**config.mk**
```make
export PLATFORM = sky130hd
export DESIGN_NAME = socetlib_debouncer
export DESIGN_NICKNAME = d
export VERILOG_FILES = /design/src/rtl/socetlib_debouncer.sv
export SDC_FILE = /design/constraint.sdc
export NUM_CORES = 1
export LEC_CHECK = 0
export ABC_AREA = 1
export CAP_MARGIN = 25
export CORE_AREA = 2 2 39 41
export CTS_CLUSTER_SIZE = 10
export DETAILED_ROUTE_END_ITERATION = 8
export DIE_AREA = 0 0 41 43
export HOLD_SLACK_MARGIN = 0.05
export MAX_ROUTING_LAYER = met4
export SYNTH_ARGS = -nofsm -noshare
export SYNTH_HDL_FRONTEND = slang
export SYNTH_SLANG_ARGS = --single-unit
```
**constraint.sdc**
```tcl
create_clock -name CLK -period 2.9 [get_ports CLK]
set_input_delay 0.435 -clock CLK [delete_from_list [all_inputs] [get_ports CLK]]
set_output_delay 0.435 -clock CLK [all_outputs]
set_load 0.01 [all_outputs]
```
**src/rtl/socetlib_debouncer.sv**
```systemverilog
// Per-bit synchronizer plus stability-counter debouncer for raw asynchronous inputs.
// Define SOCETLIB_DEBOUNCER_EDGE_EN to add registered rise_pulse/fall_pulse outputs.
module socetlib_debouncer #(
  parameter int unsigned      WIDTH         = 1,
  parameter int unsigned      SYNC_STAGES   = 2,
  parameter int unsigned      STABLE_CYCLES = 16,
  parameter logic [WIDTH-1:0] RESET_VAL     = '0
) (
  input  logic             CLK,
  input  logic             nRST,
  input  logic [WIDTH-1:0] async_in,
  input  logic             sample_tick,
  output logic [WIDTH-1:0] stable_out,
  output logic [WIDTH-1:0] settling
`ifdef SOCETLIB_DEBOUNCER_EDGE_EN
  ,
  output logic [WIDTH-1:0] rise_pulse,
  output logic [WIDTH-1:0] fall_pulse
`endif
);

  localparam int unsigned CW = $clog2(STABLE_CYCLES + 1);
  localparam logic [CW-1:0] LAST = CW'(STABLE_CYCLES - 1);

  typedef enum logic {
    STABLE   = 1'b0,
    SETTLING = 1'b1
  } state_e;

  if (SYNC_STAGES < 2) begin : g_bad_sync_stages
    $error("socetlib_debouncer: SYNC_STAGES must be >= 2");
  end
  if (STABLE_CYCLES < 1) begin : g_bad_stable_cycles
    $error("socetlib_debouncer: STABLE_CYCLES must be >= 1");
  end

  logic [WIDTH-1:0] sync_q [SYNC_STAGES];
  logic [WIDTH-1:0] s;
  state_e           state [WIDTH];
  logic [CW-1:0]    cnt   [WIDTH];

  // Plain synchronizer chain; nothing else reads or writes these flops except the last stage.
  always_ff @(posedge CLK or negedge nRST) begin
    if (!nRST) begin
      for (int k = 0; k < SYNC_STAGES; k++) sync_q[k] <= RESET_VAL;
    end else begin
      sync_q[0] <= async_in;
      for (int k = 1; k < SYNC_STAGES; k++) sync_q[k] <= sync_q[k-1];
    end
  end

  assign s = sync_q[SYNC_STAGES-1];

  // Independent per-bit STABLE/SETTLING machines; acceptance fires when the count would reach STABLE_CYCLES.
  always_ff @(posedge CLK or negedge nRST) begin
    if (!nRST) begin
      stable_out <= RESET_VAL;
      settling   <= '0;
`ifdef SOCETLIB_DEBOUNCER_EDGE_EN
      rise_pulse <= '0;
      fall_pulse <= '0;
`endif
      for (int i = 0; i < WIDTH; i++) begin
        state[i] <= STABLE;
        cnt[i]   <= '0;
      end
    end else begin
`ifdef SOCETLIB_DEBOUNCER_EDGE_EN
      rise_pulse <= '0;
      fall_pulse <= '0;
`endif
      for (int i = 0; i < WIDTH; i++) begin
        if (state[i] == STABLE) begin
          if (s[i] != stable_out[i]) begin
            // A one-tick window accepts on the very edge the difference is first seen.
            if (sample_tick && (STABLE_CYCLES == 1)) begin
              stable_out[i] <= s[i];
              cnt[i]        <= '0;
`ifdef SOCETLIB_DEBOUNCER_EDGE_EN
              rise_pulse[i] <= s[i];
              fall_pulse[i] <= ~s[i];
`endif
            end else begin
              state[i]    <= SETTLING;
              settling[i] <= 1'b1;
              cnt[i]      <= sample_tick ? CW'(1) : '0;
            end
          end else begin
            cnt[i] <= '0;
          end
        end else begin
          if (s[i] == stable_out[i]) begin
            state[i]    <= STABLE;
            settling[i] <= 1'b0;
            cnt[i]      <= '0;
          end else if (sample_tick) begin
            if (cnt[i] == LAST) begin
              stable_out[i] <= s[i];
              state[i]      <= STABLE;
              settling[i]   <= 1'b0;
              cnt[i]        <= '0;
`ifdef SOCETLIB_DEBOUNCER_EDGE_EN
              rise_pulse[i] <= s[i];
              fall_pulse[i] <= ~s[i];
`endif
            end else begin
              cnt[i] <= cnt[i] + CW'(1);
            end
          end
        end
      end
    end
  end

endmodule

```
**Run 1: power grid**

Scale bar: 10 um. Pins as bars on the die edge. Tap cells in gray.
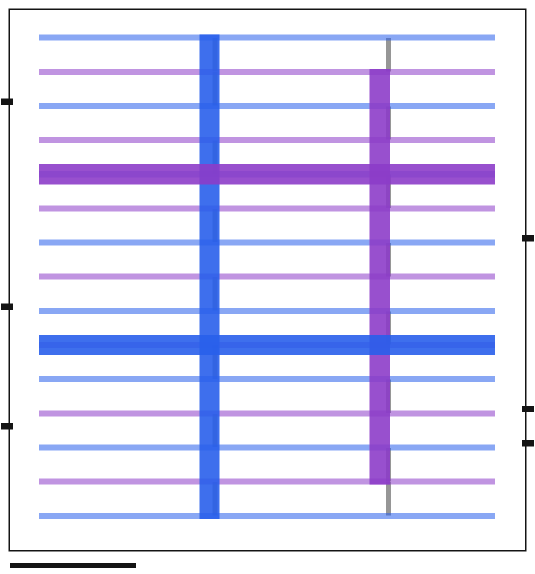
[blue] VSS
[purple] VDD
tap cells: 16
rows: 14

**Run 1: cells colored by class**

Scale bar: 10 um.
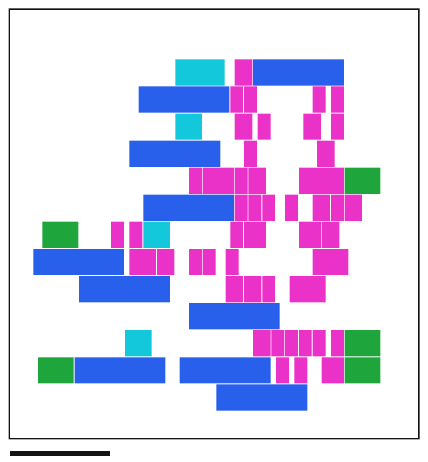
[cyan] clock drivers and dummy loads | cells: 4 | share of their area: 6.4%
[blue] registers | cells: 10 | share of their area: 44%
[green] remaining buffers and delay cells | cells: 5 | share of their area: 8.8%
[magenta] remaining logic cells | cells: 48 | share of their area: 41%

**Run 1: routed clock nets over the placement**

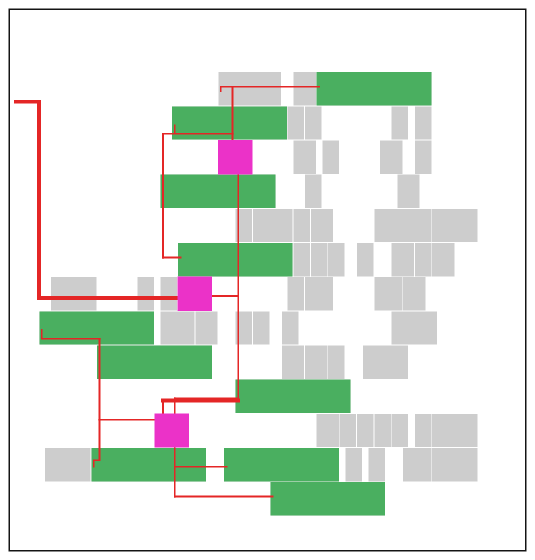
[green] flip-flops | count: 10
[magenta] clock-net drivers | count: 3
[red] clock wires | length: 137 um
routed clock nets: 4

==> results.txt, run 1 <==
Purpose: to document the outcome of synthesis and place and route.

Cells and area
The fraction of standard cell area that is sequential is 0.425. Measured on the finished design, the core utilization comes to 0.426. The register with the most flip-flops in the layout has 5 of them. The area share of buffers outside the clock network is 0.0849.

According to the cell report, flip-flops and latches in the layout number 10. Per the cell usage report, the commonest logic cells after layout are 16 x nand2_1, 10 x dfrtp_1, 6 x inv_1, 6 x nand3_1. The area growth from synthesis to layout is 22.0%. The net count of the finished layout is 73. The number of antenna diodes in the final layout is 0. Non-clock inverters in the final layout number 7.

The sequential cell area is 250 um2.

Route
The routed layout has 379 vias. Dividing the detail-routed via count by the number of cells gives 4.57. Summed over all nets, wire length on met3 after detailed routing comes to 33 um. The routed wirelength on the met1 layer is recorded as 427 um. The final wirelength is 828 um.

Once detail routing completed, the nets flagged for antenna violations numbered 0. The met2 wire length is 351 um. The number of DRC markers after the initial detailed-route iteration is 3.

Flow run
The tally of max-capacitance violations is 0.

Worst setup path
STA reports a reg2reg setup slack of 1.78 ns. The worst-case reg-to-reg path depth is 6. The count of cell instances traversed by the critical path is 1. Traced cell by cell, the critical path runs through clkdlybuf4s50_1. The worst-path cell with the longest stage delay is clkdlybuf4s50_1.

Die
The core utilization before placement is 0.349. The cell row count is 14. The chip occupies 1760 um2.

The flow inserted 16 tap cells.

Place
The wire-length estimate of the detail-placed layout is 673 um. Per the gpl log, the routability congestion estimate is 0.767.

Power and ir drop
Internal power comes to 244 uW. Switching power as a fraction of the total was reported as 0.240. The post-route total power is 321 uW. The combinational power share is 0.135.

VDD sags by at most 202 uV.

Synthesis
The post-synthesis share of cell area spent on xor and xnor gates is 0.0181. The commonest register cell is dfrtp_1. The area of the synthesized netlist per yosys stat is 483 um2. Counting flops and latches in the post-synthesis netlist gives 10. dfrtp_1 takes more of the synthesized area than any other cell.

Of the synthesized area, sequential elements account for 0.518. Counting instances in the post-synthesis netlist gives the leading cell types as 16 x nand2_1, 10 x dfrtp_1, 6 x inv_1, 6 x nand3_1, 5 x nor2_1. The net count after synthesis is 63. The synthesis report gives the async set-or-reset register share as 1.00. The post-synth count of flops with an enable pin is 0. The simple-gate area share of the yosys netlist is 0.316. Yosys reports the multiplexer fraction of the synthesized area as 0.

Final timing
The final critical-path required period is 1.65 ns. Final hold analysis gives a worst-case slack of 0.351 ns. Hold-check failures listed in the final report amount to 0.

Global route
The met3 track utilization from global routing is 0.0471. The via count of the first global-routing pass is 337. met1 track demand over resource after global routing is 0.158. Across every metal layer, demand over resource in global routing totals 0.128.

The largest net degree at the start of global routing is 11. The total overflow left after global routing is 0.

Clock network
The worst-skew pair later-pin latency is 0.26 ns. In this run the number of H-tree levels came out at 1. The buffer type at the clock tree root is clkbuf_4.

Worst hold path
The critical hold path startpoint is sync_q[1]. The report gives the cell count of the worst hold path as 0.

Status
The run finished with clean final reports.
==> run 2: changes to the inputs <==
clock period = 1.45 ns   (was 2.9 ns; I/O delays follow)
==> results.txt, run 2 <==
Purpose: to document the outcome of synthesis and place and route.

Synthesis
In this run, synthesis produced a sequential element count of 10. The cell-mix breakdown from Yosys lists the XOR/XNOR area share as 0.0181. The most numerous cell in the Yosys netlist is nand2_1. The synthesis run identifies the leading combinational cell family as simple AND/OR/NAND/NOR gates. For this run, the register share of the synthesized area comes to 0.518.

Yosys reports that the most numerous cell types are 16 x nand2_1, 10 x dfrtp_1, 6 x inv_1, 6 x nand3_1, 5 x nor2_1. Per the synth stats, the proportion of register bits with asynchronous set or reset is 1.00. Counting flops with a built-in enable in the synthesized netlist gives 0. Of the post-synthesis cell area, the part taken by muxes is 0. In this run, the synthesized area fraction spent on and/or/nand/nor cells is recorded as 0.316. Summed over all instances, the cell type with the most area after synthesis is dfrtp_1. The flip-flop cell with the highest count after synthesis is dfrtp_1.

Route
Per the detail_route report, the via count comes to 392. Per the detail_route log, met2 wirelength is 374 um. The met3 wire length is 41 um. The final layout contains routed wiring with a total length of 857 um. Using the TritonRoute via totals, the vias-per-cell ratio works out to 4.61. The detailed router finished its first iteration with 0 violations. The number of antenna-violating nets in the routed design is 0.

The detailed-route wire length on metal 1 is 414 um.

Clock network
The later pin in the worst-skew pair is clocked with a latency of 0.27 ns. CTS built an H-tree with a depth of 1. Clock tree synthesis selected as its root buffer the cell clkbuf_4.

Cells and area
After layout, the inverter instance count without clock inverters stands at 7. In the layout the commonest cells are 16 x nand2_1, 10 x dfrtp_1, 6 x inv_1, 6 x nand3_1. Registers represent a cell area share of 0.414. The area growth from synthesis to layout is 25.1%. The flip-flop count of the largest register, all copies and words added is 5. The fraction of final cell area spent on non-clock buffers in this run is 0.108. The total inserted antenna cells is 0.

The share of the core filled with cells in the final layout is 0.437. The finished design was reported to have a net count of 75. The final layout contains a sequential cell count of 10. In the final layout, flip-flops and latches occupy 250 um2.

Die
The tap cell count is 16. The count of pins on the block boundary is 6. The full die area is 1760 um2. The core utilization before placement is 0.349. The cell row count is 14.

Worst setup path
Measured in cells, the most critical reg-to-reg path has a length of 7. The worst-case reg-to-reg setup slack stands at 0.26 ns. The largest individual stage delay along the critical path comes from the cell clkdlybuf4s50_1. STA lists the endpoint of the worst register-to-register path as settling. The STA report counts the stages on the worst setup path as 1.

Status
The flow ran to the end, and the final reports show no timing, DRC or antenna violations.

Place
Detailed placement ended at an HPWL of 641 um. The placer congestion estimate is 0.802.

Global route
On met1, the global router reports a usage of 0.146. Per the GRT congestion report, total overflow comes to 0. The all-layer global routing usage is 0.121. In the global route stage, met2 resource usage came out at 0.163. The met3 track utilization from global routing is 0.0314. The via count of the first global-routing pass is 348.

Final timing
The final critical-path required period is 1.37 ns. Across all hold checks on the routed design, the worst slack comes to 0.258 ns. The total count of hold-check failures in the final report is 0.

Power and ir drop
The internal power of the cells totals 490 uW. The combinational power share is 0.134. The post-route total power is 658 uW. Of the total power, the share spent switching nets is 0.255. Of the total power, registers draw 0.473.

Flow run
Max-cap violations in this run came to 0.
**Run 2: power grid**

Scale bar: 10 um. Pins as bars on the die edge. Tap cells in gray.
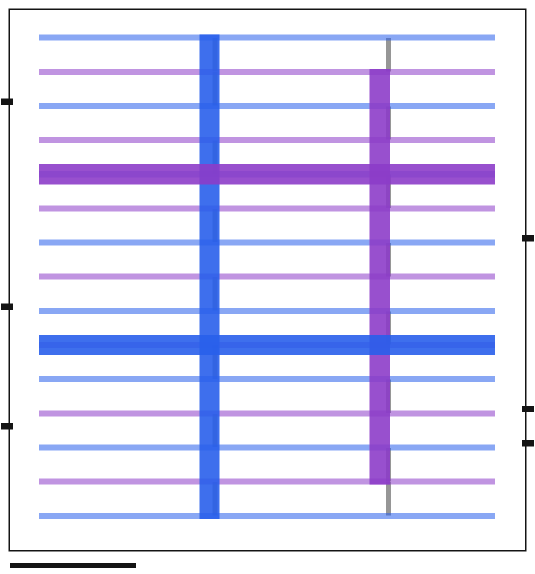
[purple] VDD
[blue] VSS
met5 straps: 2
signal pins: 6
rows: 14

**Run 2: cells colored by class**

Scale bar: 10 um.
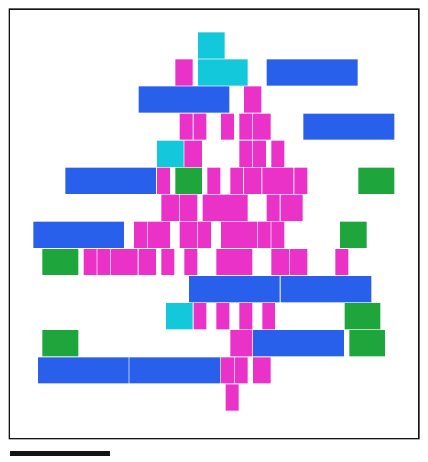
[cyan] clock drivers and dummy loads | cells: 4 | share of their area: 6.2%
[magenta] remaining logic cells | cells: 48 | share of their area: 40%
[blue] registers | cells: 10 | share of their area: 43%
[green] remaining buffers and delay cells | cells: 7 | share of their area: 11%

Power is estimated from default activity; no workload was simulated.
